[config.mk]
export PLATFORM = sky130hd
export DESIGN_NAME = key_pulse_gen
export DESIGN_NICKNAME = d
export VERILOG_FILES = /design/src/rtl/key_pulse_gen_pkg.sv /design/src/rtl/key_pulse_gen_key_channel.sv /design/src/rtl/key_pulse_gen.sv
export SDC_FILE = /design/constraint.sdc
export NUM_CORES = 1
export LEC_CHECK = 0
export CORE_MARGIN = 2
export CORE_UTILIZATION = 35
export DETAILED_ROUTE_END_ITERATION = 8
export PLACE_DENSITY = 0.54
export SLEW_MARGIN = 20
export SYNTH_ARGS = -nofsm -noshare
export SYNTH_HDL_FRONTEND = slang
export SYNTH_SLANG_ARGS = --single-unit
[constraint.sdc]
create_clock -name clk -period 5 [get_ports clk]
set_clock_uncertainty 0.1 [all_clocks]
set_input_delay 0.75 -clock clk [delete_from_list [all_inputs] [get_ports clk]]
set_output_delay 0.75 -clock clk [all_outputs]
set_load 0.02 [all_outputs]
[src/rtl/key_pulse_gen_pkg.sv]
// Shared definitions for the key pulse front end.
// Direction bit indices for move_n / key_stable_n and per-channel FSM state encoding.
// No logic here, constants only.
package key_pulse_gen_pkg;

  // Bit positions of each direction on the key/move buses
  localparam int KEY_LEFT  = 0;
  localparam int KEY_DOWN  = 1;
  localparam int KEY_UP    = 2;
  localparam int KEY_RIGHT = 3;

  // Per-key FSM states
  localparam logic [1:0] IDLE   = 2'd0;
  localparam logic [1:0] HOLD   = 2'd1;
  localparam logic [1:0] REPEAT = 2'd2;

endpackage

[src/rtl/key_pulse_gen_key_channel.sv]
// One key: 2-FF sync, debounce and press/auto-repeat pulse FSM.
// Latency: stable level and press pulse appear DEBOUNCE_CYCLES+2 edges after a held change.
// No backpressure: pulses are fire-and-forget, one cycle wide, never back to back.
module key_channel
  import key_pulse_gen_pkg::*;
#(
  parameter int DEBOUNCE_CYCLES = 250000,
  parameter int REPEAT_DELAY    = 25000000,
  parameter int REPEAT_PERIOD   = 5000000
) (
  input  logic clk,
  input  logic rst,
  input  logic key_n_i,
  output logic move_n_o,
  output logic key_stable_n_o
);

  localparam int MAXR = (REPEAT_DELAY > REPEAT_PERIOD) ? REPEAT_DELAY : REPEAT_PERIOD;
  localparam int RW   = $clog2(MAXR + 1);
  localparam int DW   = $clog2(DEBOUNCE_CYCLES + 1);

  localparam logic [DW-1:0] DB_LAST  = DW'(DEBOUNCE_CYCLES - 1);
  localparam logic [RW-1:0] DLY_LAST = RW'((REPEAT_DELAY > 0) ? REPEAT_DELAY - 1 : 0);
  localparam logic [RW-1:0] PER_LAST = RW'(REPEAT_PERIOD - 1);
  localparam logic          REP_EN   = (REPEAT_DELAY != 0);

  logic          sync1_q, sync2_q;
  logic          stable_q, stable_d;
  logic [DW-1:0] dcnt_q, dcnt_d;
  logic [1:0]    state_q, state_d;
  logic [RW-1:0] rcnt_q, rcnt_d;
  logic          move_n_q, move_n_d;
  logic          press, released;
  logic          dly_hit, per_hit;

  // Synchronizer, debounce state, FSM state and registered pulse output
  always_ff @(posedge clk) begin
    if (rst) begin
      sync1_q  <= 1'b1;
      sync2_q  <= 1'b1;
      stable_q <= 1'b1;
      dcnt_q   <= '0;
      state_q  <= IDLE;
      rcnt_q   <= '0;
      move_n_q <= 1'b1;
    end else begin
      sync1_q  <= key_n_i;
      sync2_q  <= sync1_q;
      stable_q <= stable_d;
      dcnt_q   <= dcnt_d;
      state_q  <= state_d;
      rcnt_q   <= rcnt_d;
      move_n_q <= move_n_d;
    end
  end

  // Debounce: count consecutive cycles of disagreement, commit on the last one
  always_comb begin
    stable_d = stable_q;
    dcnt_d   = '0;
    if (sync2_q != stable_q) begin
      if (dcnt_q == DB_LAST) begin
        stable_d = sync2_q;
      end else begin
        dcnt_d = dcnt_q + DW'(1);
      end
    end
  end

  // Press/release are judged on the level being committed this edge, so a release
  // that lands on a repeat slot wins and suppresses that pulse.
  assign press    = stable_q & ~stable_d;
  assign released = stable_d;
  // A slot only fires when the previous cycle was idle, keeping pulses separated;
  // otherwise the counter parks on the slot for one cycle.
  assign dly_hit  = REP_EN && (rcnt_q == DLY_LAST) && move_n_q;
  assign per_hit  = (rcnt_q == PER_LAST) && move_n_q;

  // Next-state and repeat counter
  always_comb begin
    state_d = state_q;
    rcnt_d  = rcnt_q;
    case (state_q)
      IDLE: begin
        if (press) begin
          state_d = HOLD;
          rcnt_d  = '0;
        end
      end
      HOLD: begin
        if (released) begin
          state_d = IDLE;
        end else if (REP_EN) begin
          if (rcnt_q == DLY_LAST) begin
            if (dly_hit) begin
              state_d = REPEAT;
              rcnt_d  = '0;
            end
          end else begin
            rcnt_d = rcnt_q + RW'(1);
          end
        end
      end
      REPEAT: begin
        if (released) begin
          state_d = IDLE;
        end else if (rcnt_q == PER_LAST) begin
          if (per_hit) begin
            rcnt_d = '0;
          end
        end else begin
          rcnt_d = rcnt_q + RW'(1);
        end
      end
      default: begin
        state_d = IDLE;
        rcnt_d  = '0;
      end
    endcase
  end

  // Pulse output: press in IDLE, delay/period slot in HOLD/REPEAT
  always_comb begin
    move_n_d = 1'b1;
    case (state_q)
      IDLE:    if (press) move_n_d = 1'b0;
      HOLD:    if (!released && dly_hit) move_n_d = 1'b0;
      REPEAT:  if (!released && per_hit) move_n_d = 1'b0;
      default: move_n_d = 1'b1;
    endcase
  end

  assign move_n_o       = move_n_q;
  assign key_stable_n_o = stable_q;

endmodule

[src/rtl/key_pulse_gen.sv]
// Cursor-move front end: N_KEYS independent debounced press/auto-repeat pulse channels.
// Latency: DEBOUNCE_CYCLES+2 edges from a held key change to key_stable_n / press pulse.
// No backpressure; coincident pulses on several bits are passed through unarbitrated.
module key_pulse_gen
  import key_pulse_gen_pkg::*;
#(
  parameter int N_KEYS          = 4,
  parameter int DEBOUNCE_CYCLES = 250000,
  parameter int REPEAT_DELAY    = 25000000,
  parameter int REPEAT_PERIOD   = 5000000
) (
  input  logic              clk,
  input  logic              rst,
  input  logic [N_KEYS-1:0] key_n,
  output logic [N_KEYS-1:0] move_n,
  output logic [N_KEYS-1:0] key_stable_n
);

  // One channel per key, no shared state
  for (genvar i = 0; i < N_KEYS; i++) begin : g_ch
    key_channel #(
      .DEBOUNCE_CYCLES(DEBOUNCE_CYCLES),
      .REPEAT_DELAY   (REPEAT_DELAY),
      .REPEAT_PERIOD  (REPEAT_PERIOD)
    ) u_ch (
      .clk           (clk),
      .rst           (rst),
      .key_n_i       (key_n[i]),
      .move_n_o      (move_n[i]),
      .key_stable_n_o(key_stable_n[i])
    );
  end

endmodule

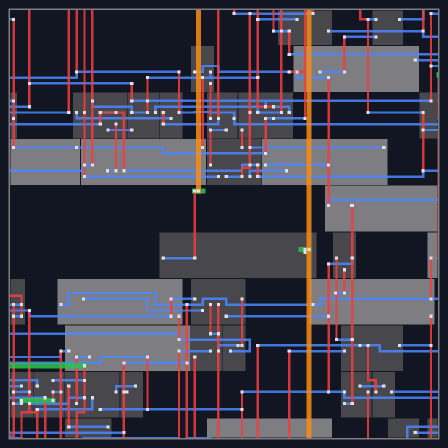
Fig. 1. A small window of the routed layout (run 1).
Window x 75 to 100, y 75 to 100 um. Cells in grey, sequential cells in the stronger grey; small squares are vias.
- red: met2
- green: met3
- blue: met1
- orange: met4
- cells with their middle in the window: 30
- netlist names of flops here include: `g_ch.u_ch.rcnt_q` (8)
- most frequent: dfxtp_1 (8), a21oi_1 (5), nand2_1 (3)
- sequential cells in the window: 8

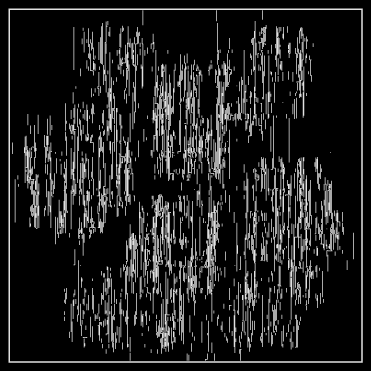
Fig. 2. Metal 2 (run 1).
Drawn at 2 px/um.
- share of all routed wire: 47%
- wire length on this layer: 10900 um
- nets with wire on the layer: 1022

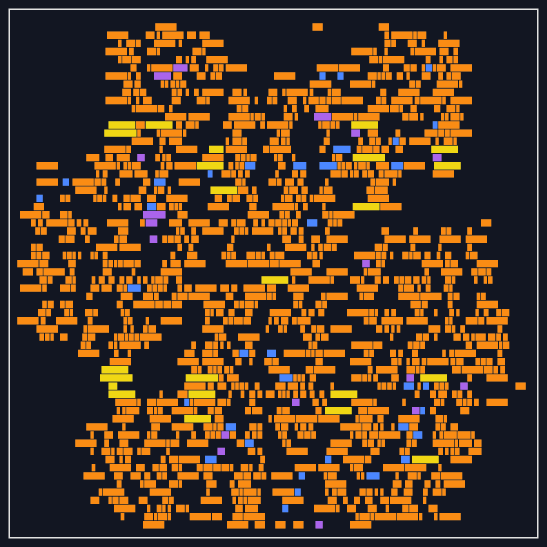
Fig. 3. Drive-strength map (run 1).
Drawn at 3 px/um.
- purple: drive 3 to 4 (cells 17; share 1.3%; most used buf_4)
- yellow: drive 6 and up (cells 23; share 1.8%; most used clkbuf_16)
- blue: drive 2 (cells 35; share 2.8%; most used or2_2)
- orange: drive 1 or less (cells 1192; share 94%; most used dfxtp_1)

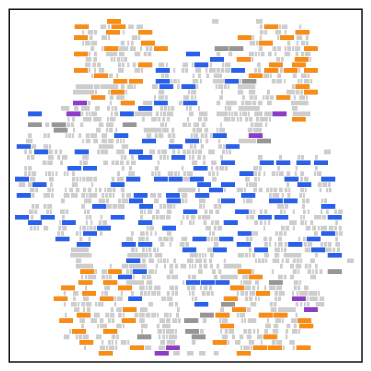
Fig. 4. Register map, names as in the netlist (run 1).
Drawn at 2 px/um. Other sequential cells in the stronger grey, the rest of the logic in the fainter grey.
- purple: `g_ch.u_ch.state_q` (placed flops 8; where spread over the die)
- blue: `g_ch.u_ch.rcnt_q` (placed flops 100)
- orange: `g_ch.u_ch.dcnt_q` (placed flops 72; where spread over the die)

==> datasheet_impl.txt, run 1 <==
Characteristics after synthesis and place and route

Parameter                              Value

Worst setup path
  Cell-by-cell trace of the critical path    or4b_2 > nor4_2 > nand4_1 > o311ai_2 > or2_1 > o31a_1 > a311oi_1
  R2r endpoint    g_ch[2].u_ch.rcnt_q[4]
  Setup crit start kind    flip-flop
  Critical path type    flip-flop to flip-flop
  Worst reg2reg setup slack    1.64 ns
  Buffers plus inverters on the worst setup path    0
  Crit path max-delay family    simple AND/OR/NAND/NOR gates
  Delay of the slowest cell on the worst path    0.70 ns
  Start point of the critical path    g_ch[2].u_ch.rcnt_q[15]
  Total number of cells along the worst setup path    7
  Critical path required time    5.17 ns

Layout
  Number of flip-flops in the largest register    100
  Largest contributor to cell area by class    logic gates
  Clock buf/inv share    5.51%
  Fraction of layout cells with a size suffix above 1    5.92%
  Layout clock buffers    19
  Footprint of the multi-input gates    6000 sq um
  Final Instance Area    11300 sq um
  Data-path buffer share of cell area in the final layout    1.59%
  Footprint of the flip-flops and latches    3920 sq um
  Largest regs    g_ch.u_ch.rcnt_q: 100 flops, g_ch.u_ch.dcnt_q: 72 flops, g_ch.u_ch.state_q: 8 flops
  Register bank with the most flops    g_ch.u_ch.rcnt_q
  Antenna Cells    0
  Multi-input comb cells    985
  Net count of the finished layout    1284

Clock tree
  Clock-pin transition on the worst setup and hold timing paths    0.07 ns
  Clock tree from TritonCTS    yes
  Hold-fix buffer count after cts    0
  Resized cells post-CTS    0
  CTS sink cnt    196
  # Post-CTS Setup Buffers    0

Run status
  Status    finished, final reports clean

Logic synthesis
  Synthesized-area fraction occupied by xor and xnor cells    5.18%
  Main flop type after synthesis    sky130_fd_sc_hd__dfxtp_1
  Unique masters post-synth    72
  Synth warnings    0
  Number of cells in the yosys synthesis report    1276
  Number of flip-flops and latches in the synthesized netlist    196
  Top cells by area, synth    sky130_fd_sc_hd__dfxtp_1 (38%), sky130_fd_sc_hd__nor2_1 (5.4%), sky130_fd_sc_hd__a21oi_1 (4.4%), sky130_fd_sc_hd__o21ai_0 (3.9%), sky130_fd_sc_hd__nand2_1 (3.8%)
  Area of the mapped netlist    10300 sq um
  Synth Net Count    1306
  Ys async rst share    0%
  Top logic family    simple AND/OR/NAND/NOR gates
  Synth area leader    sky130_fd_sc_hd__dfxtp_1
  Area share of the largest cell type after synthesis    38.0%
  Register area share after synthesis    38.0%
  List of most frequent post-synthesis cells    sky130_fd_sc_hd__dfxtp_1 (196), sky130_fd_sc_hd__nor2_1 (149), sky130_fd_sc_hd__nand2_1 (104)

Pwr
  Post-layout total power    3440 uW
  Pwr Density    303 nW/um^2
  Leak    0.00361 uW

Routing
  Residual DRC count    0
  DR iter-0 viols    557
  Antenna-violating nets left    0
  Average wire per standard cell    14.2 um
  Via/cell ratio    5.46
  Iteration tally of the first detailed-router pass    6

Placement
  Global placement routability congestion    0.780
  Post-detailed-placement cell area    10700 sq um
  Detailed Place HPWL    15500 um

STA
  Final critical path time including I/O delays and setup    3.36 ns
  Final Hold Violating Endpoints    0
  Hold Worst Slack    0.307 ns
  Rel. slew slack    28.7%
  Count of final max-slew check failures    0

Hold path
  Class of the tightest hold or removal check    flip-flop to flip-flop
  Number of stages on the worst hold path    1
  Startpoint of the lowest-slack hold path    g_ch[2].u_ch.sync1_q

Die
  CORE AREA    28900 sq um
  Floorplan die width    176 um

GRT
  GRT Total Usage    15.5%
-- run 1: layer usage --
| layer | wire length (um) | GRT usage, % | vias up |
|---|---|---|---|
| li1 | - | - | 4618 |
| met1 | 11700 | 20.3 | 4291 |
| met2 | 10900 | 26.1 | 92 |
| met3 | 572 | 2.84 | 13 |
| met4 | 197 | 4.30 | 0 |
| met5 | 0 | 0 | - |
-- run 1: kinds of logic after synthesis --
group / after synthesis
buffers and inverters: 95
xor gates and xnor gates: 61
DFF: 196
AOI/OAI and AO/OA: 280
and+or+nand+nor: 611
muxes: 9
adders and majority gates: 24
-- run 1: cell usage in the layout, fill, tap and decap left out, types with 17 or more instances in the layout --
cell and count:
sky130_fd_sc_hd__xnor2_1 20, sky130_fd_sc_hd__nor2_1 149, sky130_fd_sc_hd__nor4_1 17, sky130_fd_sc_hd__nand2_1 104, sky130_fd_sc_hd__xor2_1 41, sky130_fd_sc_hd__inv_1 34
sky130_fd_sc_hd__nor3_1 34, sky130_fd_sc_hd__o21ai_0 81, sky130_fd_sc_hd__or4_1 19, sky130_fd_sc_hd__and3_1 40, sky130_fd_sc_hd__clkbuf_16 17, sky130_fd_sc_hd__nand4_1 31
sky130_fd_sc_hd__nand3b_1 27, sky130_fd_sc_hd__dfxtp_1 196, sky130_fd_sc_hd__a21oi_1 90, sky130_fd_sc_hd__ha_1 24, sky130_fd_sc_hd__nand3_1 76
-- run 1: stage by stage --
step                std cells  utilization [%]
global placement         1619             37.1
detailed placement       1619             37.1
floorplan                1276                -
finish                   1651             39.3
CTS                      1651             39.3
global route             1651             39.3
-- run 1: report_power, final --
| part | leakage [uW] | internal, uW | switching (uW) |
|---|---|---|---|
| Clock | 0.000303 | 851 | 612 |
| Sequential | 0.00158 | 1580 | 16.8 |
| Combinational | 0.00173 | 124 | 255 |
==> run 1 -> run 2 <==
--- a/config.mk
+++ b/config.mk
@@ -8,7 +8,7 @@
 export CORE_MARGIN = 2
 export CORE_UTILIZATION = 35
 export DETAILED_ROUTE_END_ITERATION = 8
-export PLACE_DENSITY = 0.54
+export PLACE_DENSITY = 0.55
 export SLEW_MARGIN = 20
 export SYNTH_ARGS = -nofsm -noshare
 export SYNTH_HDL_FRONTEND = slang
==> constraint.sdc (replaced) <==
create_clock -name clk -period 3 [get_ports clk]
set_clock_uncertainty 0.1 [all_clocks]
set_input_delay 0.45 -clock clk [delete_from_list [all_inputs] [get_ports clk]]
set_output_delay 0.45 -clock clk [all_outputs]
set_load 0.02 [all_outputs]
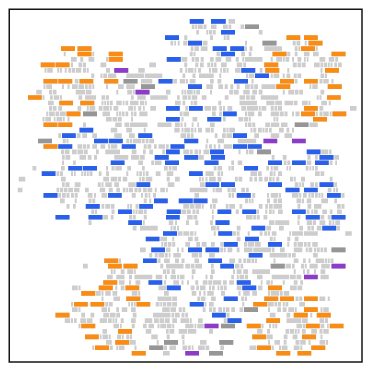
Fig. 5. Register map, names as in the netlist (run 2).
Drawn at 2 px/um. Other sequential cells in the stronger grey, the rest of the logic in the fainter grey.
- blue: `g_ch.u_ch.rcnt_q` (placed flops 100)
- purple: `g_ch.u_ch.state_q` (placed flops 8)
- orange: `g_ch.u_ch.dcnt_q` (placed flops 72; where spread over the die)
- not coloured: 16

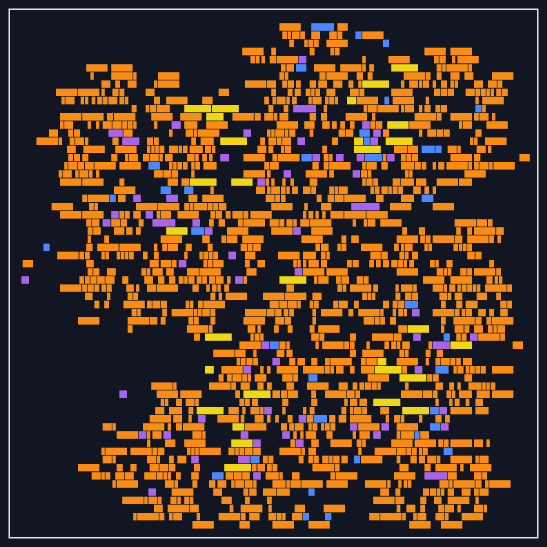
Fig. 6. Drive-strength map (run 2).
Drawn at 3 px/um.
- orange: drive 1 or less (cells 1185; share 90%; most used dfxtp_1)
- blue: drive 2 (cells 35; share 2.7%; most used or2_2)
- purple: drive 3 to 4 (cells 61; share 4.7%; most used buf_4)
- yellow: drive 6 and up (cells 29; share 2.2%; most used clkbuf_16)

==> datasheet_impl.txt, run 2 <==
Characteristics after synthesis and place and route

Parameter                              Value

Run status
  Status    finished, final reports clean

Placement
  Post-detailed-placement cell area    11100 sq um (+3.1%)
  Cell total after placement    1657 (+2.3%)
  Global placement routability congestion    0.820 (+5.1%)
  Detailed Place HPWL    16200 um (+4.9%)

Layout
  Register bank with the most flops    g_ch.u_ch.rcnt_q
  Fraction of layout cells with a size suffix above 1    9.54% (+3.6 points)
  Layout Utilization    40.6% (+1.3 points)
  Largest regs    g_ch.u_ch.rcnt_q: 100 flops, g_ch.u_ch.dcnt_q: 72 flops, g_ch.u_ch.state_q: 8 flops
  Number of standard cells in the final layout excluding fillers    1694 (+2.6%)
  Net count of the finished layout    1327 (+3.3%)
  Antenna Cells    0 (unchanged)
  Number of flip-flops in the largest register    100 (unchanged)
  Most instantiated logic cells after routing    sky130_fd_sc_hd__dfxtp_1 (195), sky130_fd_sc_hd__nor2_1 (148), sky130_fd_sc_hd__nand2_1 (104), sky130_fd_sc_hd__a21oi_1 (90), sky130_fd_sc_hd__o21ai_0 (80)
  Final Instance Area    11700 sq um (+3.4%)
  Most common logic cell in the routed design    sky130_fd_sc_hd__dfxtp_1

STA
  Final critical path time including I/O delays and setup    2.90 ns (-0.462 ns)
  Final Hold Violating Endpoints    0 (unchanged)
  Hold Worst Slack    0.315 ns (+0.00837 ns)
  Rel. slew slack    53.2% (+24 points)
  Count of final max-slew check failures    0 (unchanged)

Pwr
  Leak    0.00383 uW (+6.2%)
  Pwr Density    474 nW/um^2 (+57%)
  Post-layout total power    5560 uW (+62%)
  Switching pwr    1580 uW (+79%)
  Seq pwr share    47.8% (+1.4 points)
  Fraction of power spent switching nets    28.4% (+2.7 points)
  Clock network fraction of design power    39.3% (-3.3 points)
  Combinational share of power    12.9% (+1.9 points)

Clock tree
  Clock-pin transition on the worst setup and hold timing paths    0.07 ns (about the same)
  Clock tree from TritonCTS    yes
  Hold-fix buffer count after cts    0 (unchanged)
  CTS sink cnt    196 (unchanged)

Logic synthesis
  Number of cells in the yosys synthesis report    1276 (unchanged)
  Area share of the largest cell type after synthesis    38.0% (unchanged)
  Synth area leader    sky130_fd_sc_hd__dfxtp_1
  Main flop type after synthesis    sky130_fd_sc_hd__dfxtp_1
  Top cells by area, synth    sky130_fd_sc_hd__dfxtp_1 (38%), sky130_fd_sc_hd__nor2_1 (5.4%), sky130_fd_sc_hd__a21oi_1 (4.4%), sky130_fd_sc_hd__o21ai_0 (3.9%), sky130_fd_sc_hd__nand2_1 (3.8%)
  Register area share after synthesis    38.0% (unchanged)
  Top logic family    simple AND/OR/NAND/NOR gates
  Unique masters post-synth    72 (unchanged)
  Number of flip-flops and latches in the synthesized netlist    196 (unchanged)
  Synth Net Count    1306 (unchanged)
  Chip area line of the yosys report    10300 sq um
  Area of the mapped netlist    10300 sq um (unchanged)
  List of most frequent post-synthesis cells    sky130_fd_sc_hd__dfxtp_1 (196), sky130_fd_sc_hd__nor2_1 (149), sky130_fd_sc_hd__nand2_1 (104)

Die
  CORE AREA    28900 sq um (unchanged)
  Floorplan die width    176 um (unchanged)

Worst setup path
  Delay of the slowest cell on the worst path    0.71 ns (about the same)
  Buffers plus inverters on the worst setup path    1 (+1)
  Crit path max-delay family    simple AND/OR/NAND/NOR gates
  Cell-by-cell trace of the critical path    or4b_2 > nor4_4 > nand4_1 > o311ai_4 > or2_1 > buf_12 > a21oi_1 > o32ai_1
  Critical path type    flip-flop to flip-flop
  Setup crit start kind    flip-flop
  Worst reg2reg setup slack    0.1 ns (-1.54 ns)

Routing
  Average wire per standard cell    14.3 um (+0.65%)
  DR iter-0 viols    666 (+20%)
  Via/cell ratio    5.40 (-1.1%)
  Iteration tally of the first detailed-router pass    5 (-1)
  Residual DRC count    0 (unchanged)
  Antenna-violating nets left    0 (unchanged)

GRT
  GRT Total Usage    15.9% (+0.39 points)
  Initial antenna violation count    0

Hold path
  Class of the tightest hold or removal check    flip-flop to flip-flop
run 2: cell counts after synthesis:
Identical to the previous run, type by type.
run 2: area by class of cell:
cell class / instances / area [sq um] / share of cell area, %
Multi-Input combinational cell: 985 / 6060 / 51.7
Sequential cell: 196 / 3930 / 33.5
Timing Repair Buffer: 63 / 578 / 4.93
Tap cell: 384 / 480 / 4.10
Clock buffer: 17 / 425 / 3.63
Clock inverter: 15 / 128 / 1.09
Inverter: 34 / 128 / 1.09
run 2: final timing paths:
kind / startpoint / end / depth (start not counted)
setup / recovery: g_ch[2].u_ch.rcnt_q[6] / g_ch[2].u_ch.rcnt_q[12] / 8
hold / removal: g_ch[1].u_ch.sync1_q / g_ch[1].u_ch.sync2_q / 1
setup reg to reg: g_ch[2].u_ch.rcnt_q[6] / g_ch[2].u_ch.rcnt_q[12] / 8
hold reg to reg: g_ch[1].u_ch.sync1_q / g_ch[1].u_ch.sync2_q / 1
run 2: power by group through the flow:
stage	clock network (uW)	logic, uW	registers (uW)
6_report	2180	717	2660
3_5_place_dp	0	689	2720
3_3_place_gp	0	692	2720
2_1_floorplan	0	513	2710
5_1_grt	2370	794	2660
4_1_cts	2270	698	2660
run 2: kinds of logic after synthesis:
family | after synthesis
XOR/XNOR | 61
buffers and inverters | 95
multiplexers | 9
AND-OR/OR-AND | 280
adder cells (fa/ha/maj) | 24
AND/OR/NAND/NOR | 611
flip-flops | 196
run 2: timing repair:
action                     in CTS  in global routing
hold endpoints to repair        0                  0
setup buffers                   0                  5
setup endpoints to repair      19                 58
pin swaps                       2                  7
resized                         3                  9
run 2: routing by layer:
layer,share of wire (%),global-route usage (%)
met3,2.4,2.58
met5,0,0
met2,46,25.9
met1,51,21.7
met4,1.2,4.44
==> run 2 -> run 3 <==
--- a/config.mk
+++ b/config.mk
@@ -7,6 +7,7 @@
 export LEC_CHECK = 0
 export CORE_MARGIN = 2
 export CORE_UTILIZATION = 35
+export CTS_BUF_LIST = sky130_fd_sc_hd__clkbuf_4 sky130_fd_sc_hd__clkbuf_8
 export DETAILED_ROUTE_END_ITERATION = 8
 export PLACE_DENSITY = 0.55
 export SLEW_MARGIN = 20
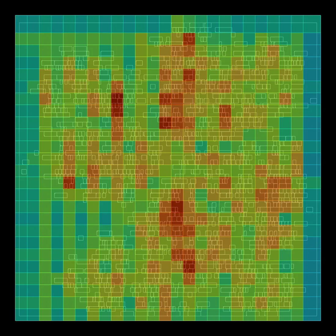
Fig. 7. Routing congestion map (run 3).
met3 usage: 2.58%
Global Route met1 Usage: 21.7%
average wire per standard cell: 14.2 um

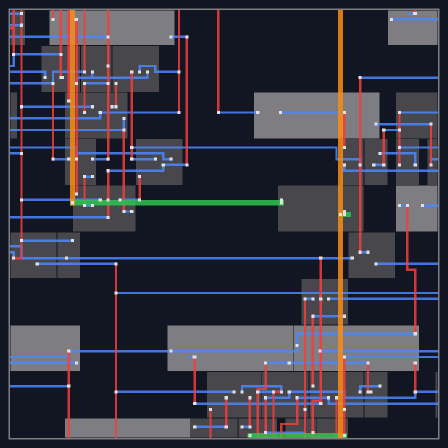
Fig. 8. A small window of the routed layout (run 3).
Window x 75 to 100, y 75 to 100 um. Cells in grey, sequential cells in the stronger grey; small squares are vias.
- green: met3
- orange: met4
- blue: met1
- red: met2
- cells with their middle in the window: 25
- netlist names of flops here include: `g_ch.u_ch.rcnt_q` (5)
- most frequent: dfxtp_1 (5), inv_1 (3)
- sequential cells in the window: 5

==> datasheet_impl.txt, run 3 <==
Characteristics after synthesis and place and route

Parameter                              Value

Layout
  Number of standard cells in the final layout excluding fillers    1694 (unchanged)
  Number of flip-flops in the largest register    100 (unchanged)
  Antenna Cells    0 (unchanged)
  Largest regs    g_ch.u_ch.rcnt_q: 100 flops, g_ch.u_ch.dcnt_q: 72 flops, g_ch.u_ch.state_q: 8 flops
  Net count of the finished layout    1327 (unchanged)
  Most instantiated logic cells after routing    sky130_fd_sc_hd__dfxtp_1 (195), sky130_fd_sc_hd__nor2_1 (148), sky130_fd_sc_hd__nand2_1 (104), sky130_fd_sc_hd__a21oi_1 (90), sky130_fd_sc_hd__o21ai_0 (80)
  Most common logic cell in the routed design    sky130_fd_sc_hd__dfxtp_1

Clock tree
  Clock tree from TritonCTS    yes
  Resized cells post-CTS    3 (unchanged)
  CTS sink cnt    196 (unchanged)
  Clock-pin transition on the worst setup and hold timing paths    0.11 ns (+0.04 ns)
  Hold-fix buffer count after cts    0 (unchanged)

GRT
  GRT Max-Usage Layer    met2

Pwr
  Post-layout total power    5000 uW (-10%)

STA
  Count of final max-slew check failures    0 (unchanged)
  Final Hold Violating Endpoints    0 (unchanged)
  Rel. slew slack    53.3% (+0.083 points)
  Hold Worst Slack    0.283 ns (-0.0315 ns)

Placement
  Post-detailed-placement cell area    11100 sq um (unchanged)
  Cell total after placement    1657 (unchanged)
  Detailed Place HPWL    16200 um (unchanged)
  Global placement routability congestion    0.820 (unchanged)

Routing
  Amount of wire on met3 after detailed routing    559 um (-1.6%)
  Topmost layer with routed signal wires    met4
  Via/cell ratio    5.41 (about the same)
  Iteration tally of the first detailed-router pass    5 (unchanged)
  DR iter-0 viols    634 (-4.8%)
  Wire length the detailed router placed on met1    12200 um (-0.13%)
  Detail Route met2 WL    11000 um (-0.49%)

Logic synthesis
  Synth area leader    sky130_fd_sc_hd__dfxtp_1
  Chip area line of the yosys report    10300 sq um (unchanged)
  Register area share after synthesis    38.0% (unchanged)
  Area share of the largest cell type after synthesis    38.0% (unchanged)
  Top cells by area, synth    sky130_fd_sc_hd__dfxtp_1 (38%), sky130_fd_sc_hd__nor2_1 (5.4%), sky130_fd_sc_hd__a21oi_1 (4.4%), sky130_fd_sc_hd__o21ai_0 (3.9%), sky130_fd_sc_hd__nand2_1 (3.8%)
  List of most frequent post-synthesis cells    sky130_fd_sc_hd__dfxtp_1 (196), sky130_fd_sc_hd__nor2_1 (149), sky130_fd_sc_hd__nand2_1 (104)
  Number of cells in the yosys synthesis report    1276 (unchanged)
  Unique masters post-synth    72 (unchanged)
  Number of flip-flops and latches in the synthesized netlist    196 (unchanged)
  Main flop type after synthesis    sky130_fd_sc_hd__dfxtp_1

Hold path
  Class of the tightest hold or removal check    primary input to flip-flop

Worst setup path
  Delay of the slowest cell on the worst path    0.49 ns (-0.22 ns)
  Cell-by-cell trace of the critical path    or4bb_1 > nor3_1 > nand4b_1 > nor3b_1 > or3_4 > or4_1 > a21oi_1
  Setup crit start kind    flip-flop

Run status
  Status    finished, final reports clean
run 3: cell counts after synthesis:
No cell type changed its count.
run 3: layout make-up:
| type | instances | area [sq um] | area share (%) |
|---|---|---|---|
| clock inverter | 15 | 128 | 1.11 |
| sequential | 196 | 3930 | 34.0 |
| timing repair buffer | 63 | 578 | 5.01 |
| inverter | 34 | 128 | 1.11 |
| tap | 384 | 480 | 4.17 |
| clock buffer | 17 | 234 | 2.03 |
| multi-input combinational | 985 | 6060 | 52.5 |
run 3: final timing paths:
check	from	endpoint	slack [ns]	cells past startpoint
hold / removal	rst	g_ch[0].u_ch.rcnt_q[0]	0.28	2
setup reg to reg	g_ch[1].u_ch.dcnt_q[11]	g_ch[1].u_ch.rcnt_q[10]	0.15	7
hold reg to reg	g_ch[1].u_ch.sync1_q	g_ch[1].u_ch.sync2_q	0.32	1
setup / recovery	g_ch[1].u_ch.dcnt_q[11]	g_ch[1].u_ch.rcnt_q[10]	0.15	7
run 3: cells by family (layout without fill, tap and decap cells):
logic type                 Yosys count  count (layout)  synth area share, %
xor gates and xnor gates            61              61                 5.18
muxes                                9               9                0.885
buffers and inverters               95             129                 4.01
AOI/OAI and AO/OA                  280             280                 17.0
and+or+nand+nor                    611             611                 32.0
DFF                                196             196                 38.0
adders and majority gates           24              24                 2.91
run 3: where the power goes:
| part | total [uW] | switching (uW) | internal, uW |
|---|---|---|---|
| logic | 715 | 449 | 266 |
| registers | 2660 | 30.5 | 2630 |
| clock network | 1620 | 1030 | 594 |
run 3: critical path: cells and delay by family (launching register included):
kind / cells / cell delay [ns]
flip-flops: 1 / 0.37
AND/OR/NAND/NOR: 6 / 2.17
AND-OR/OR-AND: 1 / 0.14
Power is estimated from default activity; no workload was simulated.
